$ cat src/rtl/jam_rr_arbiter.sv
`default_nettype none
// ============================================================================
// Module   : jam_rr_arbiter
// Brief    : Jam-mode grant arbiter; one-hot road grant with fixed-priority
//            start, round-robin rotation and minimum green dwell.
//            Optional JAM_AUTO_ROTATE_EN: auto-rotate away from a cleared road.
// Revision : 1.0 - initial release
// ============================================================================
module jam_rr_arbiter #(
    parameter int NUM_ROADS = 4,
    parameter int MIN_GREEN = 8,
    parameter int IDX_W     = $clog2(NUM_ROADS),
    parameter int CNT_W     = $clog2(MIN_GREEN + 1)
) (
    input  logic                 clk,
    input  logic                 rst_n,
    input  logic [NUM_ROADS-1:0] i_jam_sensor,
    input  logic                 i_jam_op_en,
    input  logic                 i_jam_start,
    input  logic                 i_jam_rotation,
    output logic [NUM_ROADS-1:0] o_allow_jam,
    output logic [IDX_W-1:0]     o_current_road,
    output logic                 o_busy,
    output logic                 o_dwell_done,
    output logic                 o_grant_pulse
);

    typedef enum logic [1:0] {
        S_IDLE  = 2'd0,
        S_GREEN = 2'd1,
        S_READY = 2'd2
    } state_t;

    localparam logic [CNT_W-1:0] c_DWELL_LOAD = CNT_W'(MIN_GREEN - 1);
    localparam state_t           c_GRANT_ST   = (MIN_GREEN == 1) ? S_READY : S_GREEN;

    state_t                 r_state;
    logic [NUM_ROADS-1:0]   r_allow;
    logic [IDX_W-1:0]       r_road;
    logic [CNT_W-1:0]       r_cnt;
    logic                   r_pend;
    logic                   r_pulse;

    logic                   w_any;
    logic [IDX_W-1:0]       w_low_idx;
    logic                   w_rot_found;
    logic [IDX_W-1:0]       w_rot_idx;
    logic                   w_auto;
    logic                   w_start_grant;
    logic                   w_rot_exec;
    logic [IDX_W-1:0]       w_grant_idx;

    function automatic logic [IDX_W-1:0] wrap_idx(input logic [IDX_W-1:0] base, input int k);
        return IDX_W'((int'(base) + k) % NUM_ROADS);
    endfunction

    assign w_any = |i_jam_sensor;

    always_comb begin
        w_low_idx = '0;
        for (int i = NUM_ROADS - 1; i >= 0; i--) begin
            if (i_jam_sensor[i]) w_low_idx = IDX_W'(i);
        end
    end

    // Descending offset so the nearest road after current_road wins; offset
    // NUM_ROADS lands on current_road itself, which is therefore checked last.
    always_comb begin
        w_rot_found = 1'b0;
        w_rot_idx   = r_road;
        for (int k = NUM_ROADS; k >= 1; k--) begin
            if (i_jam_sensor[wrap_idx(r_road, k)]) begin
                w_rot_found = 1'b1;
                w_rot_idx   = wrap_idx(r_road, k);
            end
        end
    end

`ifdef JAM_AUTO_ROTATE_EN
    assign w_auto = (r_state == S_READY) && !i_jam_sensor[r_road];
`else
    assign w_auto = 1'b0;
`endif

    // A start request owns the edge even when no sensor is set, so rotation is dropped.
    assign w_start_grant = i_jam_start && w_any;
    assign w_rot_exec    = !i_jam_start && (r_state != S_GREEN) &&
                           (i_jam_rotation || r_pend || w_auto);
    assign w_grant_idx   = w_start_grant ? w_low_idx : w_rot_idx;

    always_ff @(posedge clk or negedge rst_n) begin
        if (!rst_n) begin
            r_state <= S_IDLE;
            r_allow <= '0;
            r_road  <= '0;
            r_cnt   <= '0;
            r_pend  <= 1'b0;
            r_pulse <= 1'b0;
        end else if (!i_jam_op_en) begin
            r_state <= S_IDLE;
            r_allow <= '0;
            r_road  <= '0;
            r_cnt   <= '0;
            r_pend  <= 1'b0;
            r_pulse <= 1'b0;
        end else begin
            r_pulse <= 1'b0;
            if (w_start_grant || (w_rot_exec && w_rot_found)) begin
                r_state            <= c_GRANT_ST;
                r_allow            <= '0;
                r_allow[w_grant_idx] <= 1'b1;
                r_road             <= w_grant_idx;
                r_cnt              <= c_DWELL_LOAD;
                r_pend             <= 1'b0;
                r_pulse            <= 1'b1;
            end else if (w_rot_exec) begin
                r_state <= S_IDLE;
                r_allow <= '0;
                r_cnt   <= '0;
                r_pend  <= 1'b0;
            end else if (r_state == S_GREEN) begin
                r_cnt <= r_cnt - CNT_W'(1);
                if (r_cnt == CNT_W'(1)) r_state <= S_READY;
                if (i_jam_rotation && !i_jam_start) r_pend <= 1'b1;
            end
        end
    end

    assign o_allow_jam    = r_allow;
    assign o_current_road = r_road;
    assign o_busy         = (r_state != S_IDLE);
    assign o_dwell_done   = (r_state == S_READY);
    assign o_grant_pulse  = r_pulse;

endmodule
`default_nettype wire

$ cat config.mk
export PLATFORM = sky130hd
export DESIGN_NAME = jam_rr_arbiter
export DESIGN_NICKNAME = d
export VERILOG_FILES = /design/src/rtl/jam_rr_arbiter.sv
export SDC_FILE = /design/constraint.sdc
export NUM_CORES = 1
export LEC_CHECK = 0
export CAP_MARGIN = 0
export CELL_PAD_IN_SITES_DETAIL_PLACEMENT = 2
export CELL_PAD_IN_SITES_GLOBAL_PLACEMENT = 2
export CORE_MARGIN = 3
export CORE_UTILIZATION = 29
export DETAILED_ROUTE_END_ITERATION = 7
export PLACE_DENSITY = 0.86
export SLEW_MARGIN = 20
export SYNTH_ARGS = -nofsm -noshare
export SYNTH_HDL_FRONTEND = slang
export SYNTH_SLANG_ARGS = --single-unit
$ cat constraint.sdc
create_clock -name clk -period 2.35 [get_ports clk]
set_clock_uncertainty 0.05 [all_clocks]
set_input_delay 0.5875 -clock clk [delete_from_list [all_inputs] [get_ports clk]]
set_output_delay 0.5875 -clock clk [all_outputs]
set_load 0.01 [all_outputs]
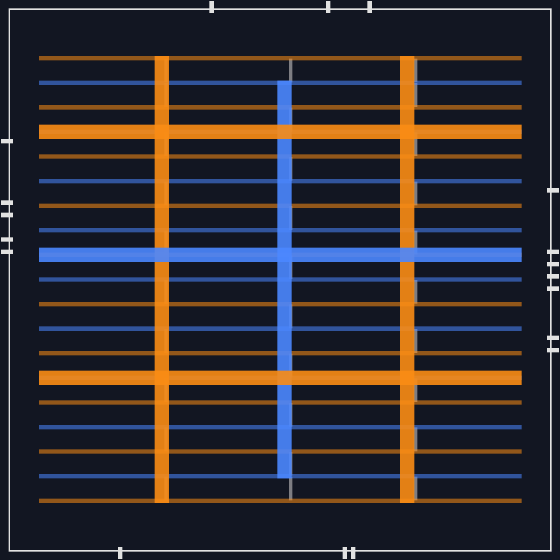
**Above:** power grid.
Pins as bars on the die edge. Tap cells in grey.
VDD: drawn in blue. VSS: drawn in orange.
18 signal pins sit on the boundary. 3 straps on met4. The core has 18 rows.

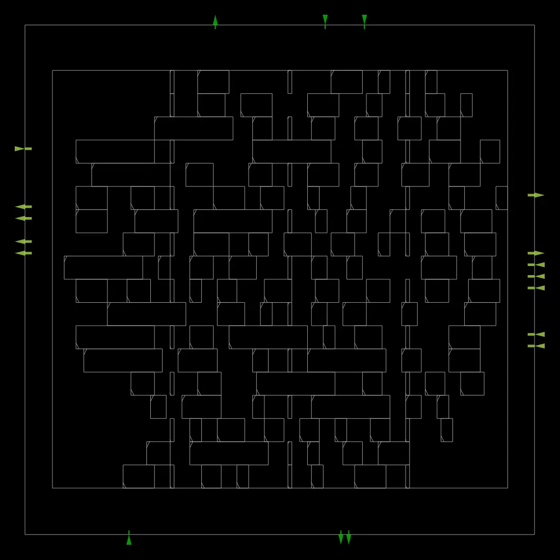
**Above:** placed standard cells.
fillers: 300
seq_cells: 14
Non-Filler Instances: 147

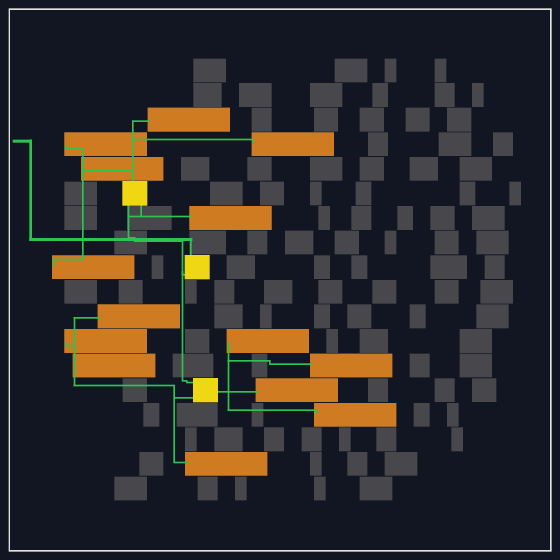
**Above:** clock wires, drivers and flops.
clock drivers: drawn in yellow, count 3. flip-flops: drawn in orange, count 14. clock wires: drawn in green, length 187 microns.
There are 4 routed clock nets.

==> flow_summary.toml <==
# yosys + openroad results
[final_timing]
fin_hold_ws_ns = 0.446
drv_slew = 0
fmax_mhz = 465
hold_violations = 0
worst_pin_slew_ns = 0.652
setup-tns-final_ns = 0
fin_ws_ns = 0.200
finalSetupViolCount = 0
finalClockPeriodUsage = 0.915

[global_routing]
grt_pass1_wl_microns = 4530
grt.met2_usage = 0.278
gr-total-overflow = 0
grt_pass1_vias = 885
grt_antenna_before_repair = 0
grt_max_degree = 15
grt_use_total = 0.170
gr-usage-met3 = 0.0346

[critical_path]
path_class = "register to primary output"
cp.arrival_ns = 1.51
r2r_start = "r_state[0]"
reg2reg_slack_ns = 0.47
path_depth = 2
worst-path-buf-inv = 1
crit_fanout = 6
r2r_cells = 5
end_kind = "primary output"
crit_start = "r_state[1]"
crit_chain = "or2_2 -> clkdlybuf4s50_1"
cp_slowest_cell = "clkdlybuf4s50_1"

[floorplan]
fp.dieW_microns = 59.7
fp-row-count = 18
floorplan.core_util = 0.320
die_h_microns = 59.7
die-area_sq_um = 3570
tap_cells = 30
io_pins = 18
coreArea_sq_um = 2610

[placed_design]
placedInstanceArea_sq_um = 1090
place_inst = 143
port_buffers = 17
gp_congestion = 0.816

[pwr]
leakage_nw = 0.482
clock_power_w = 0.000173
p_seq_frac = 0.448
sw_frac_of_total = 0.304
comb_power_w = 0.000180
powerSeq_w = 0.000287
switching_power_w = 0.000195
worst_ir_drop_vdd_uv = 342
comb_power_share = 0.282
intPower_w = 0.000446
clock_power_share = 0.270

[finish]
buffers = 25
final.signal_inverter_count = 9
ff_latch_area_sq_um = 350
nMultiInputCombCells = 65
largest_class = "logic gates"
fin_area_sq_um = 1130
clock_area_frac = 0.0321
fin_nets = 129
sh_comb_area = 0.391
lay_top_cells = "17 x clkdlybuf4s50_1, 14 x dfrtp_1, 9 x inv_1"
finish.utilization = 0.432

[clocking]
h-tree-depth = 1
root_buffer = "clkbuf_4"
clock_latency_ns = 0.28
clk_pin_slew_ns = 0.09
postCtsHoldBufs = 0
clockBufferDepth = 2
post_cts_resized = 0
cts_made_buffers = 3
cts.sinks = 14
cts_tree = "done"

[synthesis]
ys_ff = 14
xor_area_frac = 0.0105
netlist_instances = 89
synthSimpleGateAreaFrac = 0.196
synth_nets = 100
yosysChipArea_sq_um = 837
synth_dominant_cell_count = "dfrtp_1"
synthAdderAreaFrac = 0.0299
ff_type = "dfrtp_1"
synth_async_sr_flop_share = 1.00
synthTopCellsByCount = "14 x dfrtp_1, 9 x inv_1, 6 x nor2_1, 6 x o21ai_0"
edf_count = 0
logic_family = "AND-OR/OR-AND gates"
yosys_cells = 89
yosysUniqueCellTypes = 36

[drt]
wl_met3_microns = 83
wl_met2_microns = 1210
wl_per_cell_microns = 17.5
drcViolationCount = 0
first_pass_iters = 3
dr_total_vias = 827
ant_nets = 0
viasPerCell = 5.63

[outcome]
outcome = "complete, no violations"

[min_path]
holdCritPathClass = "register to register"
min-delay-start = "o_allow_jam[1]"
holdPathStages = 1
